### Clock nets, run 1

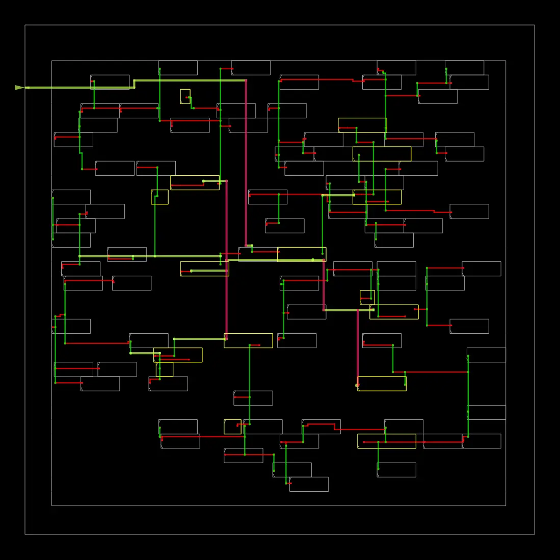
### The metal 1 layer, run 1

Drawn at 3 px/um. Supply wires on this layer in grey.
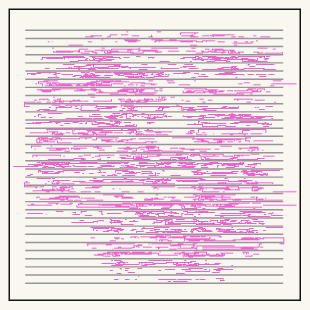
### Clock wires, drivers and flops, run 1

Drawn at 4 px/um.
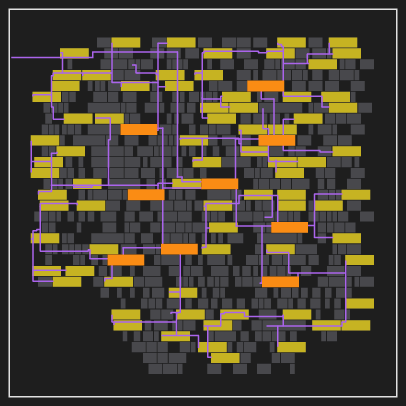
`config.mk`:
```
export PLATFORM = sky130hd
export DESIGN_NAME = jtag_scan_master
export DESIGN_NICKNAME = d
export VERILOG_FILES = /design/src/rtl/jtag_master_pkg.sv /design/src/rtl/jtag_tck_gen.sv /design/src/rtl/jtag_scan_master.sv
export SDC_FILE = /design/constraint.sdc
export NUM_CORES = 1
export LEC_CHECK = 0
export CAP_MARGIN = 10
export CORE_MARGIN = 5
export CORE_UTILIZATION = 56
export CTS_BUF_LIST = sky130_fd_sc_hd__clkbuf_16
export DETAILED_ROUTE_END_ITERATION = 8
export PLACE_DENSITY = 0.8
export SKIP_LAST_GASP = 1
export SYNTH_ARGS = -nofsm -noshare
export SYNTH_HDL_FRONTEND = slang
export SYNTH_SLANG_ARGS = --single-unit
export TNS_END_PERCENT = 30
```
`constraint.sdc`:
```
create_clock -name CLK -period 3 [get_ports CLK]
set_input_delay 0.45 -clock CLK [delete_from_list [all_inputs] [get_ports CLK]]
set_output_delay 0.45 -clock CLK [all_outputs]
set_load 0.02 [all_outputs]
```
`src/rtl/jtag_master_pkg.sv`:
```
// rtl/jtag_master_pkg.sv - state encoding and TMS bit patterns for the JTAG scan master
package jtag_master_pkg;

   typedef enum logic [2:0] {TLR_SEQ, IDLE, HEAD, SHIFT, TAIL} state_e;

   // TMS patterns are LSB first: bit 0 is driven during the first TCK of the phase.
   localparam logic [5:0] TMS_TLR    = 6'b011111;
   localparam logic [2:0] TMS_HDR_DR = 3'b001;
   localparam logic [3:0] TMS_HDR_IR = 4'b0011;
   localparam logic [1:0] TMS_TAIL   = 2'b01;

endpackage

```
`src/rtl/jtag_tck_gen.sv`:
```
// rtl/jtag_tck_gen.sv - TCK divider with strobes flagging the CLK edge that raises or lowers TCK
module jtag_tck_gen #(
   parameter int CLK_DIV = 4
) (
   input  logic clk_i,
   input  logic rst_ni,
   input  logic en_i,
   output logic tck_o,
   output logic tck_rise_o,
   output logic tck_fall_o
);

   localparam int CNT_W = (CLK_DIV > 1) ? $clog2(CLK_DIV) : 1;
   localparam logic [CNT_W-1:0] CNT_MAX = CNT_W'(CLK_DIV - 1);

   logic [CNT_W-1:0] cnt_q;
   logic             tck_q;
   logic             toggle;

   // Strobes are high in the cycle before TCK changes, so the top can move TMS/TDI on the same edge.
   assign toggle     = en_i && (cnt_q == CNT_MAX);
   assign tck_rise_o = toggle && !tck_q;
   assign tck_fall_o = toggle && tck_q;
   assign tck_o      = tck_q;

   always_ff @(posedge clk_i) begin
      if (!rst_ni || !en_i) begin
         cnt_q <= '0;
         tck_q <= 1'b0;
      end else if (toggle) begin
         cnt_q <= '0;
         tck_q <= !tck_q;
      end else begin
         cnt_q <= cnt_q + CNT_W'(1);
      end
   end

endmodule

```
`src/rtl/jtag_scan_master.sv`:
```
// rtl/jtag_scan_master.sv - JTAG initiator: IR/DR scans and TAP resets from a command handshake
module jtag_scan_master
   import jtag_master_pkg::*;
#(
   parameter int DATAWIDTH = 16,
   parameter int CLK_DIV   = 4,
   parameter int LEN_W     = $clog2(DATAWIDTH + 1)
) (
   input  logic                 CLK,
   input  logic                 RST_N,
   input  logic                 CmdValid,
   output logic                 CmdReady,
   input  logic                 CmdTapRst,
   input  logic                 CmdIR,
   input  logic [LEN_W-1:0]     CmdLen,
   input  logic [DATAWIDTH-1:0] CmdData,
   output logic                 RspValid,
   output logic [DATAWIDTH-1:0] RspData,
   output logic                 TCK,
   output logic                 TMS,
   output logic                 TDI,
   input  logic                 TDO
);

   localparam logic [LEN_W-1:0] DW_L = LEN_W'(DATAWIDTH);

   state_e               state_q;
   logic                 tms_q, tdi_q, ready_q, rsp_valid_q, rsp_pend_q;
   logic [DATAWIDTH-1:0] rsp_data_q, tdi_sr_q, cap_q;
   logic [4:0]           pat_q;
   logic [2:0]           cnt_q;
   logic [LEN_W-1:0]     len_q, rem_q, len_d;
   logic                 tck_rise, tck_fall;

   assign len_d = (CmdLen == '0 || CmdLen > DW_L) ? DW_L : CmdLen;

   jtag_tck_gen #(.CLK_DIV(CLK_DIV)) u_tck_gen (
      .clk_i      (CLK),
      .rst_ni     (RST_N),
      .en_i       (state_q != IDLE),
      .tck_o      (TCK),
      .tck_rise_o (tck_rise),
      .tck_fall_o (tck_fall)
   );

   always_ff @(posedge CLK) begin
      if (!RST_N) begin
         state_q     <= TLR_SEQ;
         tms_q       <= TMS_TLR[0];
         tdi_q       <= 1'b0;
         ready_q     <= 1'b0;
         rsp_valid_q <= 1'b0;
         rsp_pend_q  <= 1'b0;
         rsp_data_q  <= '0;
         tdi_sr_q    <= '0;
         cap_q       <= '0;
         pat_q       <= {1'b0, TMS_TLR[5:1]};
         cnt_q       <= 3'd5;
         len_q       <= DW_L;
         rem_q       <= '0;
      end else begin
         rsp_valid_q <= 1'b0;
         case (state_q)
            IDLE: if (CmdValid && ready_q) begin
               ready_q  <= 1'b0;
               cap_q    <= '0;
               len_q    <= len_d;
               tdi_sr_q <= CmdData;
               if (CmdTapRst) begin
                  state_q    <= TLR_SEQ;
                  rsp_pend_q <= 1'b1;
                  tms_q      <= TMS_TLR[0];
                  pat_q      <= {1'b0, TMS_TLR[5:1]};
                  cnt_q      <= 3'd5;
               end else if (CmdIR) begin
                  state_q <= HEAD;
                  tms_q   <= TMS_HDR_IR[0];
                  pat_q   <= {2'b00, TMS_HDR_IR[3:1]};
                  cnt_q   <= 3'd3;
               end else begin
                  state_q <= HEAD;
                  tms_q   <= TMS_HDR_DR[0];
                  pat_q   <= {3'b000, TMS_HDR_DR[2:1]};
                  cnt_q   <= 3'd2;
               end
            end
            // Fixed-pattern phases walk pat_q one bit per TCK; cnt_q counts bits still to send.
            TLR_SEQ, HEAD, TAIL: if (tck_fall) begin
               if (cnt_q != '0) begin
                  tms_q <= pat_q[0];
                  pat_q <= pat_q >> 1;
                  cnt_q <= cnt_q - 3'd1;
               end else if (state_q == HEAD) begin
                  state_q  <= SHIFT;
                  tms_q    <= (len_q == LEN_W'(1));
                  tdi_q    <= tdi_sr_q[0];
                  tdi_sr_q <= tdi_sr_q >> 1;
                  rem_q    <= len_q - LEN_W'(1);
               end else begin
                  state_q <= IDLE;
                  tms_q   <= 1'b0;
                  tdi_q   <= 1'b0;
                  ready_q <= 1'b1;
                  if (state_q == TAIL) begin
                     rsp_valid_q <= 1'b1;
                     rsp_data_q  <= cap_q >> (DW_L - len_q);
                  end else if (rsp_pend_q) begin
                     rsp_valid_q <= 1'b1;
                     rsp_data_q  <= '0;
                     rsp_pend_q  <= 1'b0;
                  end
               end
            end
            SHIFT: begin
               // TDO enters at the top, so after N bits the first one sits at DATAWIDTH-N.
               if (tck_rise) cap_q <= {TDO, cap_q[DATAWIDTH-1:1]};
               if (tck_fall) begin
                  if (rem_q == '0) begin
                     state_q <= TAIL;
                     tms_q   <= TMS_TAIL[0];
                     tdi_q   <= 1'b0;
                     pat_q   <= {4'b0000, TMS_TAIL[1]};
                     cnt_q   <= 3'd1;
                  end else begin
                     tms_q    <= (rem_q == LEN_W'(1));
                     tdi_q    <= tdi_sr_q[0];
                     tdi_sr_q <= tdi_sr_q >> 1;
                     rem_q    <= rem_q - LEN_W'(1);
                  end
               end
            end
            default: state_q <= TLR_SEQ;
         endcase
      end
   end

   assign CmdReady = ready_q;
   assign RspValid = rsp_valid_q;
   assign RspData  = rsp_data_q;
   assign TMS      = tms_q;
   assign TDI      = tdi_q;

endmodule

```
==> flow_summary.toml, run 1 <==
# generated from flow reports
[finish]
n_all_inverters = 10
comb_share = 0.487
layout_top_cell = "dfxtp_1"
utilization = 0.693
syn2layout_area_growth_pct = 20.0
multi_input_comb_cells = 362

[clock_tree]
insertion_delay_ns = 0.33
cts_tree = "done"

[floorplan]
ioPinCount = 48

[synthesis]
yosysChipArea_sq_um = 4190
most_common_cell = "dfxtp_1"
simple_gate_share = 0.210
synthCells = 486
syn_avg_cell_area_sq_um = 8.62
ff_type = "dfxtp_1"
ys_types = 63
synthTopCellsByArea = "dfxtp_1, mux2i_1, a21oi_1"

[power_and_ir_drop]
ir_worst_vdd_mv = 0.298

[worst_hold_path]
min-delay-start = "u_tck_gen.cnt_q[0]"
hold_path.class = "flop to flop"

[status]
status = "finished clean"

[worst_setup_path]
reg2reg_to = "RspData[9]"
cp_data_required_time_ns = 3.20
crit_type = "flop to flop"
critPathTopFamily = "adder cells"

[sta]
rsz0062_at_grt = "false"
finalSetupTns_ns = 0
tightest_slew_ns = 0.722

[drt]
route.vias.total = 3689
Notes on 'Clock nets' above:
Num Clock Sinks: 76
CTS buffer count: 9
Final Skew: 0.00769 ns

Notes on 'The metal 1 layer' above:
- share of all routed wire: 43%
- longest straight run: 24.8 um
- main direction: horizontal
- nets with wire on the layer: 518

Notes on 'Clock wires, drivers and flops' above:
- clock wires: purple (length 944 um)
- cells driving clock nets: orange (count 9)
- flip-flops: yellow (count 76)
- routed clock nets: 10

## run 1: flip-flops by register name (all words and copies together) (netlist names)
signal,flops
u_tck_gen.tck_o,1
state_q,3
len_q,5
cnt_q,3
RspValid,1
tdi_sr_q,16
CmdReady,1
TMS,1
cap_q,16
u_tck_gen.cnt_q,2
pat_q,4
rsp_pend_q,1
TDI,1
rem_q,5
RspData,16
## run 1: metal layers
| metal | GRT usage | part of all wire | wire [um] |
|---|---|---|---|
| met5 | 0 | 0 | 0 |
| met4 | 0.0958 | 0.016 | 163 |
| met3 | 0.0411 | 0.047 | 480 |
| met2 | 0.387 | 0.51 | 5170 |
| met1 | 0.270 | 0.43 | 4340 |
## run 1: where the power goes
part           switching [W]  internal (W)
logic              0.0000368     0.0000462
clock network       0.000438      0.000732
registers         0.00000510       0.00102
## run 1: worst max-delay path by stage
stage            endpoint  slack (ns)  cells after the start
6_report       RspData[9]        0.54                      8
5_1_grt        RspData[9]        0.36                      8
4_1_cts        RspData[9]        0.54                      8
3_5_place_dp   RspData[9]        0.57                      8
3_3_place_gp   RspData[1]        0.68                      6
2_1_floorplan  RspData[9]        0.67                      9
## run 1: logic make-up (layout without fill, tap and decap cells)
family | after synthesis | count (layout)
and+or+nand+nor | 175 | 175
AOI/OAI and AO/OA | 127 | 127
DFF | 76 | 76
buffers and inverters | 48 | 85
muxes | 43 | 43
adders and majority gates | 9 | 9
xor gates and xnor gates | 8 | 8
## run 1: worst reg2reg max path, stage by stage (launching register included)
cell,delay (ns)
dfxtp_1,0.38
inv_1,0.10
ha_1,0.68
buf_4,0.25
mux2i_1,0.22
o22ai_1,0.18
mux2_2,0.31
a22oi_1,0.16
nor2_1,0.06
## Run 2: what changed since run 1
Clock period 3 ns to 2.5 ns, I/O delays scaled along.
### The metal 1 layer, run 2

Drawn at 3 px/um. Supply wires on this layer in grey.
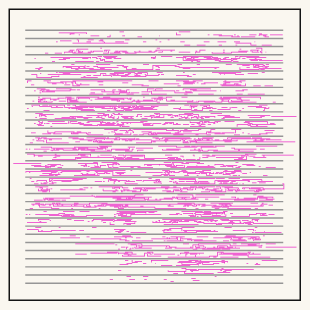
- main direction: horizontal
- share of all routed wire: 43%

==> run 2 against run 1 <==
Sequential share of layout area shrank 0.068 points. Critical endpoint is now RspData[3]. Critical path type unchanged. Utilization grew 0.16 points. Via count grew 1.8%. Non-clock buffer count grew 5. Clock-buffer cell count is the same. Cell count grew 0.80%. Register-to-register slack lost 0.29 ns. Design area grew 0.22%. First-iteration DRC count shrank 18%. Combinational power grew about 20%. Sequential cell count is the same.
==> flow_summary.toml, run 2 <==
# generated from flow reports
[power_and_ir_drop]
switching_share = 0.222
p_comb_frac = 0.038
p_sw_w = 0.000583
pwr-share-seq = 0.465
p_int_w = 0.00205

[synthesis]
syn_avg_cell_area_sq_um = 8.62
synthCells = 486
most_common_cell = "dfxtp_1"
yosysChipArea_sq_um = 4190
synthTopCellsByArea = "dfxtp_1, mux2i_1, a21oi_1"

[worst_hold_path]
hold_path.class = "flop to flop"

[sta]
tightest_slew_ns = 0.903

[clock_tree]
cts_buffers = 9
clock-sinks = 76
cts_tree = "done"

[finish]
utilization = 0.695
layout_top_cell = "dfxtp_1"
syn2layout_area_growth_pct = 20.2

[worst_setup_path]
cp_data_required_time_ns = 2.72
critPathTopFamily = "multiplexers"

[status]
status = "finished clean"

[floorplan]
ioPinCount = 48
### Clock wires, drivers and flops, run 2

Drawn at 4 px/um.
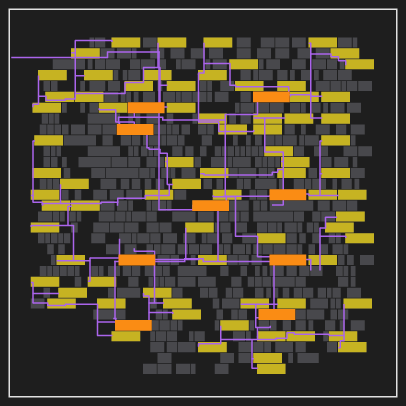
Power Clock: 0.00131 W
Final Skew: 0.00693 ns
clk latency late pin: 0.33 ns
Clk pwr share: 0.497

## run 2: cell counts after synthesis
Identical to the previous run, type by type.
## run 2: cell type report
| type | instances | area, sq um | area share |
|---|---|---|---|
| timing repair buffer | 64 | 611 | 0.121 |
| multi-input combinational | 362 | 2450 | 0.486 |
| tap | 99 | 124 | 0.0246 |
| clock buffer | 9 | 225 | 0.0447 |
| inverter | 10 | 37.5 | 0.00745 |
| sequential | 76 | 1520 | 0.302 |
| clock inverter | 7 | 72.6 | 0.0144 |
## run 2: worst paths after layout
path,to,startpoint,slack [ns],depth (start not counted)
setup / recovery,RspData[3],len_q[1],0.24,8
setup reg to reg,RspData[3],len_q[1],0.24,8
hold / removal,u_tck_gen.cnt_q[0],u_tck_gen.cnt_q[0],0.43,1
hold reg to reg,u_tck_gen.cnt_q[0],u_tck_gen.cnt_q[0],0.43,1
## run 2: cell families after synthesis
family	after synthesis	synth area share
mux	43	0.125
fa+ha+maj	9	0.0269
simple gates	175	0.210
xor+xnor	8	0.0185
buf+inv	48	0.0528
compound gates	127	0.204
flops	76	0.363
## run 2: power by group through the flow
stage / combinational (W) / clock (W) / sequential, W
final: 0.000100 / 0.00131 / 0.00123
after global routing: 0.000108 / 0.00140 / 0.00123
after CTS: 0.000100 / 0.00133 / 0.00122
after detailed placement: 0.0000998 / 0 / 0.00125
after global placement: 0.0000982 / 0 / 0.00125
after floorplan: 0.0000373 / 0 / 0.00125
## run 2: layer usage
layer | vias to the layer above | share of wire | global-route usage
met3 | 10 | 0.053 | 0.0496
met5 | - | 0 | 0
met4 | 0 | 0.010 | 0.0724
met1 | 1789 | 0.43 | 0.286
met2 | 112 | 0.50 | 0.403
li1 | 1844 | - | -
Power and IR drop assume default switching activity.
